**config.mk**
```make
export PLATFORM = sky130hd
export DESIGN_NAME = pixel_cfg_sequencer
export DESIGN_NICKNAME = d
export VERILOG_FILES = /design/src/rtl/pixel_cfg_sequencer.sv
export SDC_FILE = /design/constraint.sdc
export NUM_CORES = 1
export LEC_CHECK = 0
export CAP_MARGIN = 20
export CORE_AREA = 2 2 62 93
export CTS_CLUSTER_DIAMETER = 80
export DETAILED_ROUTE_END_ITERATION = 10
export DIE_AREA = 0 0 64 95
export GPL_ROUTABILITY_DRIVEN = 0
export PLACE_DENSITY = 0.72
export REMOVE_ABC_BUFFERS = 1
export SLEW_MARGIN = 10
export SYNTH_ARGS = -nofsm -noshare
export SYNTH_HDL_FRONTEND = slang
export SYNTH_SLANG_ARGS = --single-unit
```
**constraint.sdc**
```tcl
create_clock -name clkin -period 1.7 [get_ports clkin]
set_input_delay 0.17 -clock clkin [delete_from_list [all_inputs] [get_ports clkin]]
set_output_delay 0.17 -clock clkin [all_outputs]
set_load 0.1 [all_outputs]
```
**src/rtl/pixel_cfg_sequencer.sv**
```systemverilog
// pixel_cfg_sequencer: shifts one configuration word into the Mic4 pixel
// matrix chain on a divided bit clock, then strobes the chip latches.
module pixel_cfg_sequencer #(
    parameter int DIV    = 5,
    parameter int NBITS  = 32,
    parameter int LOAD_W = 2
) (
    input  logic                       clkin,
    input  logic                       rst,
    input  logic                       start,
    input  logic                       abort,
    input  logic                       msb_first,
    input  logic [NBITS-1:0]           cfg_word,
    output logic                       busy,
    output logic                       done,
    output logic                       cfg_sclk,
    output logic                       cfg_sdata,
    output logic                       cfg_load,
    output logic [$clog2(NBITS+1)-1:0] bit_idx
);
    localparam int PW = $clog2(DIV);
    localparam int LW = $clog2(LOAD_W + 1);
    localparam int BW = $clog2(NBITS + 1);

    localparam logic [PW-1:0] PH_LAST = PW'(DIV - 1);
    localparam logic [PW-1:0] PH_HALF = PW'(DIV / 2);
    localparam logic [LW-1:0] LD_LAST = LW'(LOAD_W - 1);
    localparam logic [BW-1:0] BI_LAST = BW'(NBITS - 1);

    typedef enum logic [1:0] {
        S_IDLE,
        S_SHIFT,
        S_LOAD
    } state_t;

    state_t           r_state;
    state_t           w_state_nxt;
    logic [PW-1:0]    r_ph;
    logic [PW-1:0]    w_ph_nxt;
    logic [LW-1:0]    r_lcnt;
    logic [LW-1:0]    w_lcnt_nxt;
    logic [NBITS-1:0] r_sh;
    logic [NBITS-1:0] w_sh_nxt;
    logic             r_msb;
    logic             w_msb_nxt;
    logic [BW-1:0]    r_bi;
    logic [BW-1:0]    w_bi_nxt;

    logic             w_per_end;
    logic             w_accept;
    logic             w_busy;
    logic             w_done;
    logic             w_sclk;
    logic             w_sdata;
    logic             w_load;

    logic             r_busy;
    logic             r_done;
    logic             r_sclk;
    logic             r_sdata;
    logic             r_load;

    assign w_per_end = (r_ph == PH_LAST);
    // abort beats a simultaneous start while idle
    assign w_accept  = (r_state == S_IDLE) && start && !abort;

    always_ff @(posedge clkin) begin
        if (rst) begin
            r_state <= S_IDLE;
        end else begin
            r_state <= w_state_nxt;
        end
    end

    always_comb begin
        w_state_nxt = r_state;
        case (r_state)
            S_IDLE: begin
                if (w_accept) w_state_nxt = S_SHIFT;
            end
            S_SHIFT: begin
                if (abort) w_state_nxt = S_IDLE;
                else if (w_per_end && r_bi == BI_LAST) w_state_nxt = S_LOAD;
            end
            S_LOAD: begin
                if (abort) w_state_nxt = S_IDLE;
                else if (w_per_end && r_lcnt == LD_LAST) w_state_nxt = S_IDLE;
            end
            default: w_state_nxt = S_IDLE;
        endcase
    end

    // bit data advances only at a period boundary, so sdata is stable under sclk high
    always_comb begin
        w_ph_nxt   = '0;
        w_lcnt_nxt = '0;
        w_sh_nxt   = r_sh;
        w_msb_nxt  = r_msb;
        w_bi_nxt   = r_bi;
        if (w_accept) begin
            w_sh_nxt  = cfg_word;
            w_msb_nxt = msb_first;
            w_bi_nxt  = '0;
        end else if (r_state != S_IDLE && !abort) begin
            w_ph_nxt = w_per_end ? '0 : r_ph + 1'b1;
            if (r_state == S_LOAD) begin
                w_lcnt_nxt = r_lcnt + LW'(w_per_end);
            end else if (w_per_end) begin
                w_bi_nxt = r_bi + 1'b1;
                w_sh_nxt = r_msb ? (r_sh << 1) : (r_sh >> 1);
            end
        end
    end

    always_comb begin
        w_busy  = (w_state_nxt != S_IDLE);
        w_done  = (r_state == S_LOAD) && (w_state_nxt == S_IDLE) && !abort;
        w_sclk  = (w_state_nxt == S_SHIFT) && (w_ph_nxt >= PH_HALF);
        w_sdata = (w_state_nxt == S_SHIFT) &&
                  (w_msb_nxt ? w_sh_nxt[NBITS-1] : w_sh_nxt[0]);
        w_load  = (w_state_nxt == S_LOAD);
    end

    always_ff @(posedge clkin) begin
        if (rst) begin
            r_ph    <= '0;
            r_lcnt  <= '0;
            r_sh    <= '0;
            r_msb   <= 1'b0;
            r_bi    <= '0;
            r_busy  <= 1'b0;
            r_done  <= 1'b0;
            r_sclk  <= 1'b0;
            r_sdata <= 1'b0;
            r_load  <= 1'b0;
        end else begin
            r_ph    <= w_ph_nxt;
            r_lcnt  <= w_lcnt_nxt;
            r_sh    <= w_sh_nxt;
            r_msb   <= w_msb_nxt;
            r_bi    <= w_bi_nxt;
            r_busy  <= w_busy;
            r_done  <= w_done;
            r_sclk  <= w_sclk;
            r_sdata <= w_sdata;
            r_load  <= w_load;
        end
    end

    assign busy      = r_busy;
    assign done      = r_done;
    assign cfg_sclk  = r_sclk;
    assign cfg_sdata = r_sdata;
    assign cfg_load  = r_load;
    assign bit_idx   = r_bi;

endmodule

```
==> results.sh <==
# flow metrics
export IMPL_antenna_found_initial=0
export IMPL_syn_cell_area_mm2=0.00229
export IMPL_rsz0062_at_grt="no"
export IMPL_mux_share_pct=9.17
export IMPL_finalNetCount=353
export IMPL_synthSimpleGateAreaFrac_pct=16.0
export IMPL_switching_power_mw=0.576
export IMPL_path_cells="inv_1 > ha_2 > and4b_2 > nor2_4 > buf_4 > a22oi_1 > a21oi_1"
export IMPL_r2r_cells=7
export IMPL_crit_fanout=7
export IMPL_chipWidth_um=64
export IMPL_yosys_warnings=0
export IMPL_hp_class="in -> reg"
export IMPL_seq_power_mw=1.27
export IMPL_fin_ws_ns=0.0558
export IMPL_arrival_ns=1.88
export IMPL_top_cells_by_area="dfxtp_1 (45%), mux2i_1 (9.2%), nor2_1 (9.0%), a221oi_1 (7.6%), a22oi_1 (7.2%)"
export IMPL_largestPowerGroup="registers"
export IMPL_cts_buffers=5
export IMPL_grt_max_degree=22
export IMPL_worstPathRequired_ns=1.94
export IMPL_yosys_register_bits=51
export IMPL_p_int_mw=2.01
export IMPL_slowest_delay_ns=0.35
export IMPL_tightest_slew_ns=0.490
export IMPL_die_h_um=95
export IMPL_start_kind="register"
export IMPL_status="finished clean"
export IMPL_power_frac_seq_pct=49.3
export IMPL_stdcell_area_mm2=0.00319
export IMPL_synthXorXnorAreaFrac_pct=2.29
export IMPL_p_per_area_mw_per_mm2=809
export IMPL_place_ws_ns=-0.277
export IMPL_endpoint="r_sh[1]"
export IMPL_drt_iter0_markers=95
export IMPL_finalCritPeriodShare_pct=96.7
export IMPL_grt_pass1_wl_um=8650
metrics by stage:
stage | power, mW | hold slack (ns)
2_1_floorplan | 1.43 | 0.239
3_3_place_gp | 1.60 | 0.492
3_5_place_dp | 1.60 | 0.486
4_1_cts | 2.58 | 0.493
5_1_grt | 2.67 | 0.522
6_report | 2.58 | 0.494
area by class of cell:
type / instances / area (µm²) / area share (%)
clock buffer: 6 / 72.6 / 2.27
clock inverter: 2 / 60.1 / 1.88
inverter: 5 / 18.8 / 0.588
multi-input combinational: 175 / 1220 / 38.2
sequential: 51 / 1020 / 32.0
tap: 70 / 87.6 / 2.74
timing repair buffer: 74 / 712 / 22.3
routing by layer:
layer	up-vias	global-route usage [%]
met4	0	7.25
met5	-	0
met3	6	3.22
met2	37	34.3
met1	961	19.2
li1	1030	-
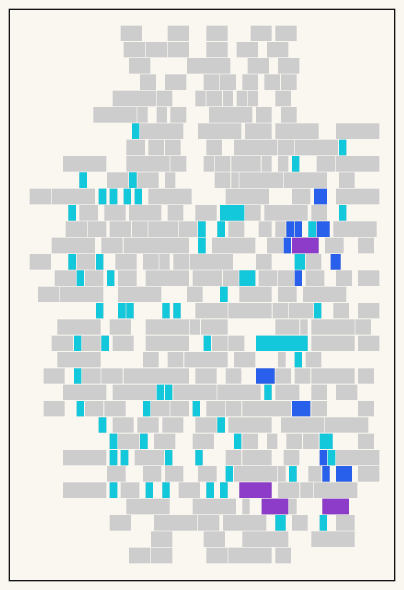
*Gate families picked out*
(6 px per µm)
cyan -> NOR gates  # cells 61
blue -> NAND gates  # cells 12
purple -> adder and majority cells  # cells 4, where south-east
dominant logic cell type in the layout: nor2_1
final std cells w/o fill: 383

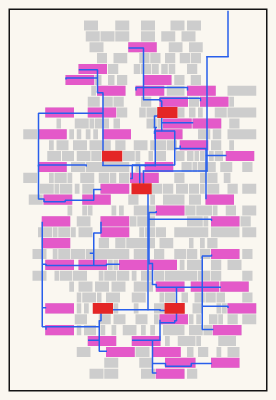
*Routed clock nets over the placement*
(4 px per µm)
red -> cells driving clock nets  # count 5
blue -> clock wires  # length 613 µm
magenta -> flip-flops  # count 51
flops lie = spread over the die
routed clock nets = 6
clock insertion delay at the later pin of the skew report: 0.31 ns
P_clk: 0.991 mW
Post-Route Skew: 0.0109 ns
clock network power share: 38.4%

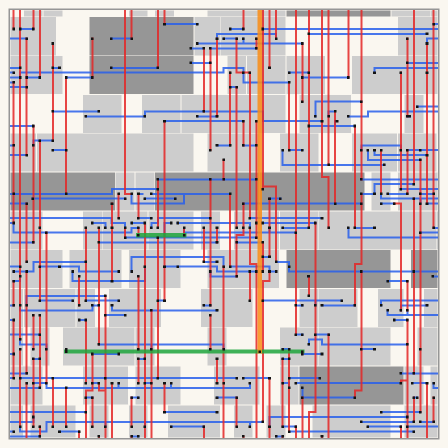
*Layout detail*
Window x 17 to 47, y 14 to 44 µm. Cells in grey, sequential cells in the stronger grey; small squares are vias.
green -> met3
red -> met2
orange -> met4
blue -> met1
most frequent = nor2_1 (20), mux2i_1 (13), buf_4 (9)
cells with their middle in the window = 75
sequential cells in the window = 7
netlist names of flops here include = `r_sh` (4)

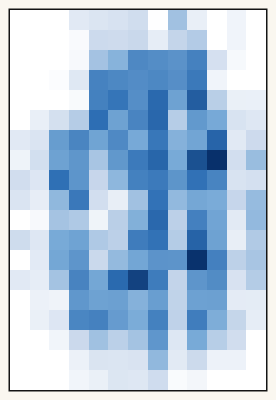
*Signal metal coverage by tile*
(4 px per µm) The die is cut into 13 by 19 equal tiles; white is low, dark blue is high, scaled to the fullest tile. Values are wire area over tile area, all layers added.
tiles over half the peak = 33%
mean over tiles = 0.14
nearly empty tiles = 17%
emptiest ninth of the die = north-west
Total GRT Usage: 18.0%
final wirelength: 5360 µm
via count: 2,034

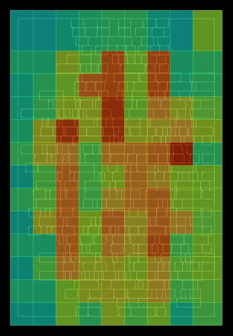
*Routing congestion map*
routing usage on met2: 34.3%
met1 Use GR: 19.2%
final core utilization: 59.9%

Power and IR drop assume default switching activity.
